**src/rtl/uart_cmd_ctrl.sv**
```systemverilog
// uart_cmd_ctrl: decodes framed UART commands into register-file strobes and
// returns read data to the UART transmitter over a valid/busy handshake.
//   write frame : WR_CMD, addr, data
//   read frame  : RD_CMD, addr  -> one byte of read data is transmitted back
// Optional build macro CMD_TIMEOUT_EN adds an inter-byte gap timeout that
// aborts a partially received frame after TIMEOUT_CYCLES idle cycles.
module uart_cmd_ctrl #(
   parameter int unsigned ADDR_WIDTH     = 4,
   parameter logic [7:0]  WR_CMD         = 8'hAA,
   parameter logic [7:0]  RD_CMD         = 8'hBB,
   parameter int unsigned TIMEOUT_CYCLES = 4096
) (
   input  logic                  CLK,
   input  logic                  RST,
   input  logic [7:0]            RX_P_DATA,
   input  logic                  RX_D_VLD,
   input  logic                  RX_PAR_ERR,
   input  logic                  RX_STP_ERR,
   input  logic [7:0]            RF_RD_DATA,
   input  logic                  RF_RD_VLD,
   input  logic                  TX_BUSY,
   output logic [ADDR_WIDTH-1:0] RF_ADDR,
   output logic [7:0]            RF_WR_DATA,
   output logic                  RF_WR_EN,
   output logic                  RF_RD_EN,
   output logic [7:0]            TX_P_DATA,
   output logic                  TX_D_VLD,
   output logic                  CMD_ERR
);

   localparam int unsigned ByteW = 8;
   localparam int unsigned GapW  = 13;

   typedef enum logic [2:0] {
      IDLE    = 3'd0,
      WR_ADDR = 3'd1,
      WR_DATA = 3'd2,
      RD_ADDR = 3'd3,
      RD_WAIT = 3'd4,
      TX_REQ  = 3'd5,
      TX_DONE = 3'd6
   } state_e;

   state_e                state_q, state_d;
   logic [ADDR_WIDTH-1:0] rf_addr_q, rf_addr_d;
   logic [ByteW-1:0]      rf_wr_data_q, rf_wr_data_d;
   logic                  rf_wr_en_q, rf_wr_en_d;
   logic                  rf_rd_en_q, rf_rd_en_d;
   logic [ByteW-1:0]      tx_p_data_q, tx_p_data_d;
   logic                  tx_d_vld_q, tx_d_vld_d;
   logic                  cmd_err_q, cmd_err_d;
   logic                  busy_seen_q, busy_seen_d;

   logic                  good_byte_c;
   logic                  bad_byte_c;
   logic                  in_frame_c;
   logic                  timeout_c;

   // Byte qualification and "partial frame in progress" decode
   assign good_byte_c = RX_D_VLD & ~RX_PAR_ERR & ~RX_STP_ERR;
   assign bad_byte_c  = RX_D_VLD & (RX_PAR_ERR | RX_STP_ERR);
   assign in_frame_c  = (state_q == WR_ADDR) || (state_q == WR_DATA) ||
                        (state_q == RD_ADDR);

`ifdef CMD_TIMEOUT_EN
   logic [GapW-1:0] gap_cnt_q, gap_cnt_d;

   // Timeout fires once the gap counter has reached the limit with no byte arriving
   assign timeout_c = in_frame_c && !RX_D_VLD &&
                      (gap_cnt_q >= GapW'(TIMEOUT_CYCLES));

   // Gap counter: counts silent cycles mid-frame, saturates, cleared elsewhere
   always_comb begin
      gap_cnt_d = '0;
      if (in_frame_c && !RX_D_VLD && !timeout_c) begin
         if (gap_cnt_q != '1) begin
            gap_cnt_d = gap_cnt_q + GapW'(1);
         end else begin
            gap_cnt_d = gap_cnt_q;
         end
      end
   end

   // Gap counter register
   always_ff @(posedge CLK or negedge RST) begin
      if (!RST) begin
         gap_cnt_q <= '0;
      end else begin
         gap_cnt_q <= gap_cnt_d;
      end
   end
`else
   logic unused_timeout;

   // No gap timeout: partial frames wait indefinitely
   assign timeout_c      = 1'b0;
   assign unused_timeout = ^GapW'(TIMEOUT_CYCLES);
`endif

   // Next-state and registered-output decode
   always_comb begin
      state_d      = state_q;
      rf_addr_d    = rf_addr_q;
      rf_wr_data_d = rf_wr_data_q;
      rf_wr_en_d   = 1'b0;
      rf_rd_en_d   = 1'b0;
      tx_p_data_d  = tx_p_data_q;
      tx_d_vld_d   = 1'b0;
      cmd_err_d    = 1'b0;
      busy_seen_d  = busy_seen_q;

      case (state_q)
         IDLE: begin
            busy_seen_d = 1'b0;
            if (bad_byte_c) begin
               cmd_err_d = 1'b1;
            end else if (good_byte_c) begin
               if (RX_P_DATA == WR_CMD) begin
                  state_d = WR_ADDR;
               end else if (RX_P_DATA == RD_CMD) begin
                  state_d = RD_ADDR;
               end else begin
                  cmd_err_d = 1'b1;
               end
            end
         end

         WR_ADDR: begin
            if (bad_byte_c || timeout_c) begin
               cmd_err_d = 1'b1;
               state_d   = IDLE;
            end else if (good_byte_c) begin
               rf_addr_d = RX_P_DATA[ADDR_WIDTH-1:0];
               state_d   = WR_DATA;
            end
         end

         WR_DATA: begin
            if (bad_byte_c || timeout_c) begin
               cmd_err_d = 1'b1;
               state_d   = IDLE;
            end else if (good_byte_c) begin
               rf_wr_data_d = RX_P_DATA;
               rf_wr_en_d   = 1'b1;
               state_d      = IDLE;
            end
         end

         RD_ADDR: begin
            if (bad_byte_c || timeout_c) begin
               cmd_err_d = 1'b1;
               state_d   = IDLE;
            end else if (good_byte_c) begin
               rf_addr_d  = RX_P_DATA[ADDR_WIDTH-1:0];
               rf_rd_en_d = 1'b1;
               state_d    = RD_WAIT;
            end
         end

         RD_WAIT: begin
            // Stray bytes are flagged but never disturb the read in flight
            cmd_err_d = RX_D_VLD;
            if (RF_RD_VLD) begin
               tx_p_data_d = RF_RD_DATA;
               state_d     = TX_REQ;
            end
         end

         TX_REQ: begin
            cmd_err_d = RX_D_VLD;
            if (tx_d_vld_q && !TX_BUSY) begin
               busy_seen_d = 1'b0;
               state_d     = TX_DONE;
            end else begin
               tx_d_vld_d = !TX_BUSY;
            end
         end

         TX_DONE: begin
            // Wait for the transmitter to go busy and then idle again
            cmd_err_d = RX_D_VLD;
            if (TX_BUSY) begin
               busy_seen_d = 1'b1;
            end else if (busy_seen_q) begin
               busy_seen_d = 1'b0;
               state_d     = IDLE;
            end
         end

         default: begin
            state_d = IDLE;
         end
      endcase
   end

   // State and output registers
   always_ff @(posedge CLK or negedge RST) begin
      if (!RST) begin
         state_q      <= IDLE;
         rf_addr_q    <= '0;
         rf_wr_data_q <= '0;
         rf_wr_en_q   <= 1'b0;
         rf_rd_en_q   <= 1'b0;
         tx_p_data_q  <= '0;
         tx_d_vld_q   <= 1'b0;
         cmd_err_q    <= 1'b0;
         busy_seen_q  <= 1'b0;
      end else begin
         state_q      <= state_d;
         rf_addr_q    <= rf_addr_d;
         rf_wr_data_q <= rf_wr_data_d;
         rf_wr_en_q   <= rf_wr_en_d;
         rf_rd_en_q   <= rf_rd_en_d;
         tx_p_data_q  <= tx_p_data_d;
         tx_d_vld_q   <= tx_d_vld_d;
         cmd_err_q    <= cmd_err_d;
         busy_seen_q  <= busy_seen_d;
      end
   end

   assign RF_ADDR    = rf_addr_q;
   assign RF_WR_DATA = rf_wr_data_q;
   assign RF_WR_EN   = rf_wr_en_q;
   assign RF_RD_EN   = rf_rd_en_q;
   assign TX_P_DATA  = tx_p_data_q;
   assign TX_D_VLD   = tx_d_vld_q;
   assign CMD_ERR    = cmd_err_q;

endmodule
```
**config.mk**
```make
export PLATFORM = sky130hd
export DESIGN_NAME = uart_cmd_ctrl
export DESIGN_NICKNAME = d
export VERILOG_FILES = /design/src/rtl/uart_cmd_ctrl.sv
export SDC_FILE = /design/constraint.sdc
export NUM_CORES = 1
export LEC_CHECK = 0
export ABC_CLOCK_PERIOD_IN_PS = 3580
export CAP_MARGIN = 15
export CORE_MARGIN = 3
export CORE_UTILIZATION = 31
export CTS_CLUSTER_DIAMETER = 40
export CTS_CLUSTER_SIZE = 16
export DETAILED_ROUTE_END_ITERATION = 10
export HOLD_SLACK_MARGIN = 0.1
export SYNTH_ARGS = -nofsm -noshare
export SYNTH_HDL_FRONTEND = slang
export SYNTH_SLANG_ARGS = --single-unit
```
**constraint.sdc**
```tcl
create_clock -name CLK -period 3.58 [get_ports CLK]
set_input_delay 0.358 -clock CLK [delete_from_list [all_inputs] [get_ports CLK]]
set_output_delay 0.358 -clock CLK [all_outputs]
set_load 0.02 [all_outputs]
```
==> images/metal_stack.png <==
Only two layers are drawn.
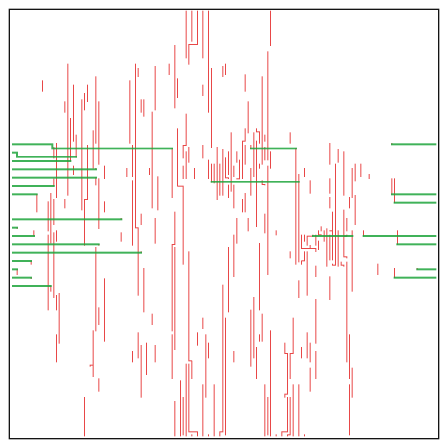
[red] met2 | wire length: 1270 um
[green] met3 | wire length: 231 um
sum of routed wire length over all layers: 2641 um
overall routing resource usage: 0.1151
via total after detailed routing: 921
WL per Instance: 13.90 um

==> qor.log <==
INFO  timing         final.setup.tns=0ps
INFO  synth          synth.lib_cells_used.distinct=32
INFO  outcome        outcome=finished clean
INFO  synth          largest_area_cell=dfrtp_1
INFO  route          remaining_drc_errors=0
INFO  grt            grt.met3_usage=0.03885
INFO  power_and_ir_drop power.static_leakage=0.7687nW
INFO  placement      dpl.hpwl=2018um
INFO  floorplan      floorplan.rows=22
INFO  route          detail_route.vias_per_cell=4.847
INFO  synth          synth-async-reset-ratio=1.000
INFO  floorplan      floorplan.core_area=3799um^2
INFO  floorplan      floorplan.tapcells=48
INFO  setup_path     crit_path_start=state_q[1]
INFO  clocking       post_cts_buffers=0
INFO  grt            global_route.usage.met2=0.1815
INFO  finish         dominant_cells=flip-flops and latches
INFO  finish         flop-count=28
INFO  setup_path     cp.arrival=1900ps
INFO  clocking       postCtsResizedCells=0
INFO  finish         signal_buffer_area_fraction=0.2586
INFO  synth          synth_top_cell_by_count=dfrtp_1
INFO  timing         final_hold_viol_count=0
INFO  synth          count_of_warnings_emitted_by_yosys=0
INFO  timing         max_slew_margin=0.6779
INFO  clocking       numClockSinks=28
INFO  route          initial_detailed_routing_violation_count=80
INFO  clocking       cts_buffer_depth=2
INFO  clocking       tritoncts_buffer_count=3
INFO  timing         timing_worst_slew_pin_value=483.1ps
INFO  min_path       min_path_type=input port to async pin
INFO  synth          area_of_the_synthesized_netlist_per_yosys_stat=1265um^2
INFO  route          ant_nets=0
INFO  route          drt_first_pass_iters=4
INFO  finish         final-seq-area=700.7um^2
INFO  setup_path     timing.critical_path.required=3740ps
INFO  synth          synth_largest_type_area_fraction=0.5539
INFO  clocking       cts_clk_pin_slew_worst_paths=90ps
INFO  flow_run       max-cap-violations=0
INFO  timing         final_max_slew_viol_count=0
INFO  grt            grt_first_pass_wirelength=4664um
INFO  finish         areaGrowthSynthToFinish=43.03%
INFO  timing         period_used_share=0.4863
INFO  finish         stdcell_area=1809um^2
INFO  clocking       root_buffer=clkbuf_8
INFO  placement      place_area=1754um^2
INFO  synth          postSynthCellCount=95
INFO  clocking       clock_tree.htree_level_count=1
==> images/port_nets.png <==
Bar = 20 um.
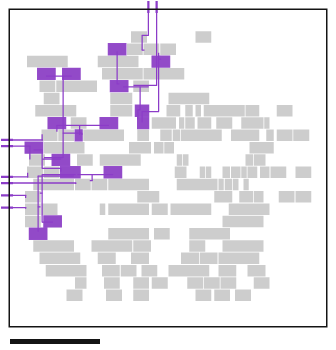
[purple] `RX_P_DATA` | bits: 8 | direction: input | edge: 6 left, 2 top | end cells: 16 | wire: 225 um
number of buffers inserted by port buffering: 46
I/O pin count: 47

==> metal layers <==
metal,vias to the layer above,wire length (um)
met5,-,0
met1,464,1135
met2,29,1274
met4,0,0
li1,428,-
met3,0,231
==> where the power goes <==
group / total, W / switching (W) / internal, W
clock: 0.000191 / 0.0000924 / 0.0000983
combinational: 0.000676 / 0.000303 / 0.000373
sequential: 0.000546 / 0.000106 / 0.000440
total: 0.00141 / 0.000501 / 0.000911
==> stage by stage <==
stage | instances | hold WS, ps | worst slack, ps | util
finish | 190 | 455.7 | 1839 | 0.4763
global route | 190 | 484.6 | 1755 | 0.4763
CTS | 190 | 469.5 | 1829 | 0.4763
detailed placement | 186 | 486.7 | 1591 | 0.4618
global placement | 186 | 472.7 | 1654 | 0.4618
floorplan | 95 | 62.41 | 2017 | -
==> final timing paths <==
path | cells after the start | end | slack, ps
setup / recovery | 5 | state_q[0] | 1840
hold / removal | 2 | TX_P_DATA[6] | 460
setup reg to reg | 5 | state_q[0] | 1840
hold reg to reg | 1 | TX_D_VLD | 500
max in group asynchronous | 2 | state_q[0] | 2870
min in group CLK | 1 | TX_D_VLD | 500
==> kinds of logic (layout without fill, tap and decap cells) <==
kind of cell / count (synthesis) / count (layout) / share of synthesized area
flops: 28 / 28 / 0.5539
simple gates: 27 / 27 / 0.1385
mux: 21 / 21 / 0.1899
compound gates: 11 / 11 / 0.07122
buf+inv: 7 / 54 / 0.03956
xor+xnor: 1 / 1 / 0.006925
==> worst max-delay path: stages, from the launching register on <==
cell      delay, ps
dfrtp_1         590
and2b_2         270
a221oi_2        240
a22o_4          160
nand2_2          60
mux2_4          300
Power is estimated from default activity; no workload was simulated.
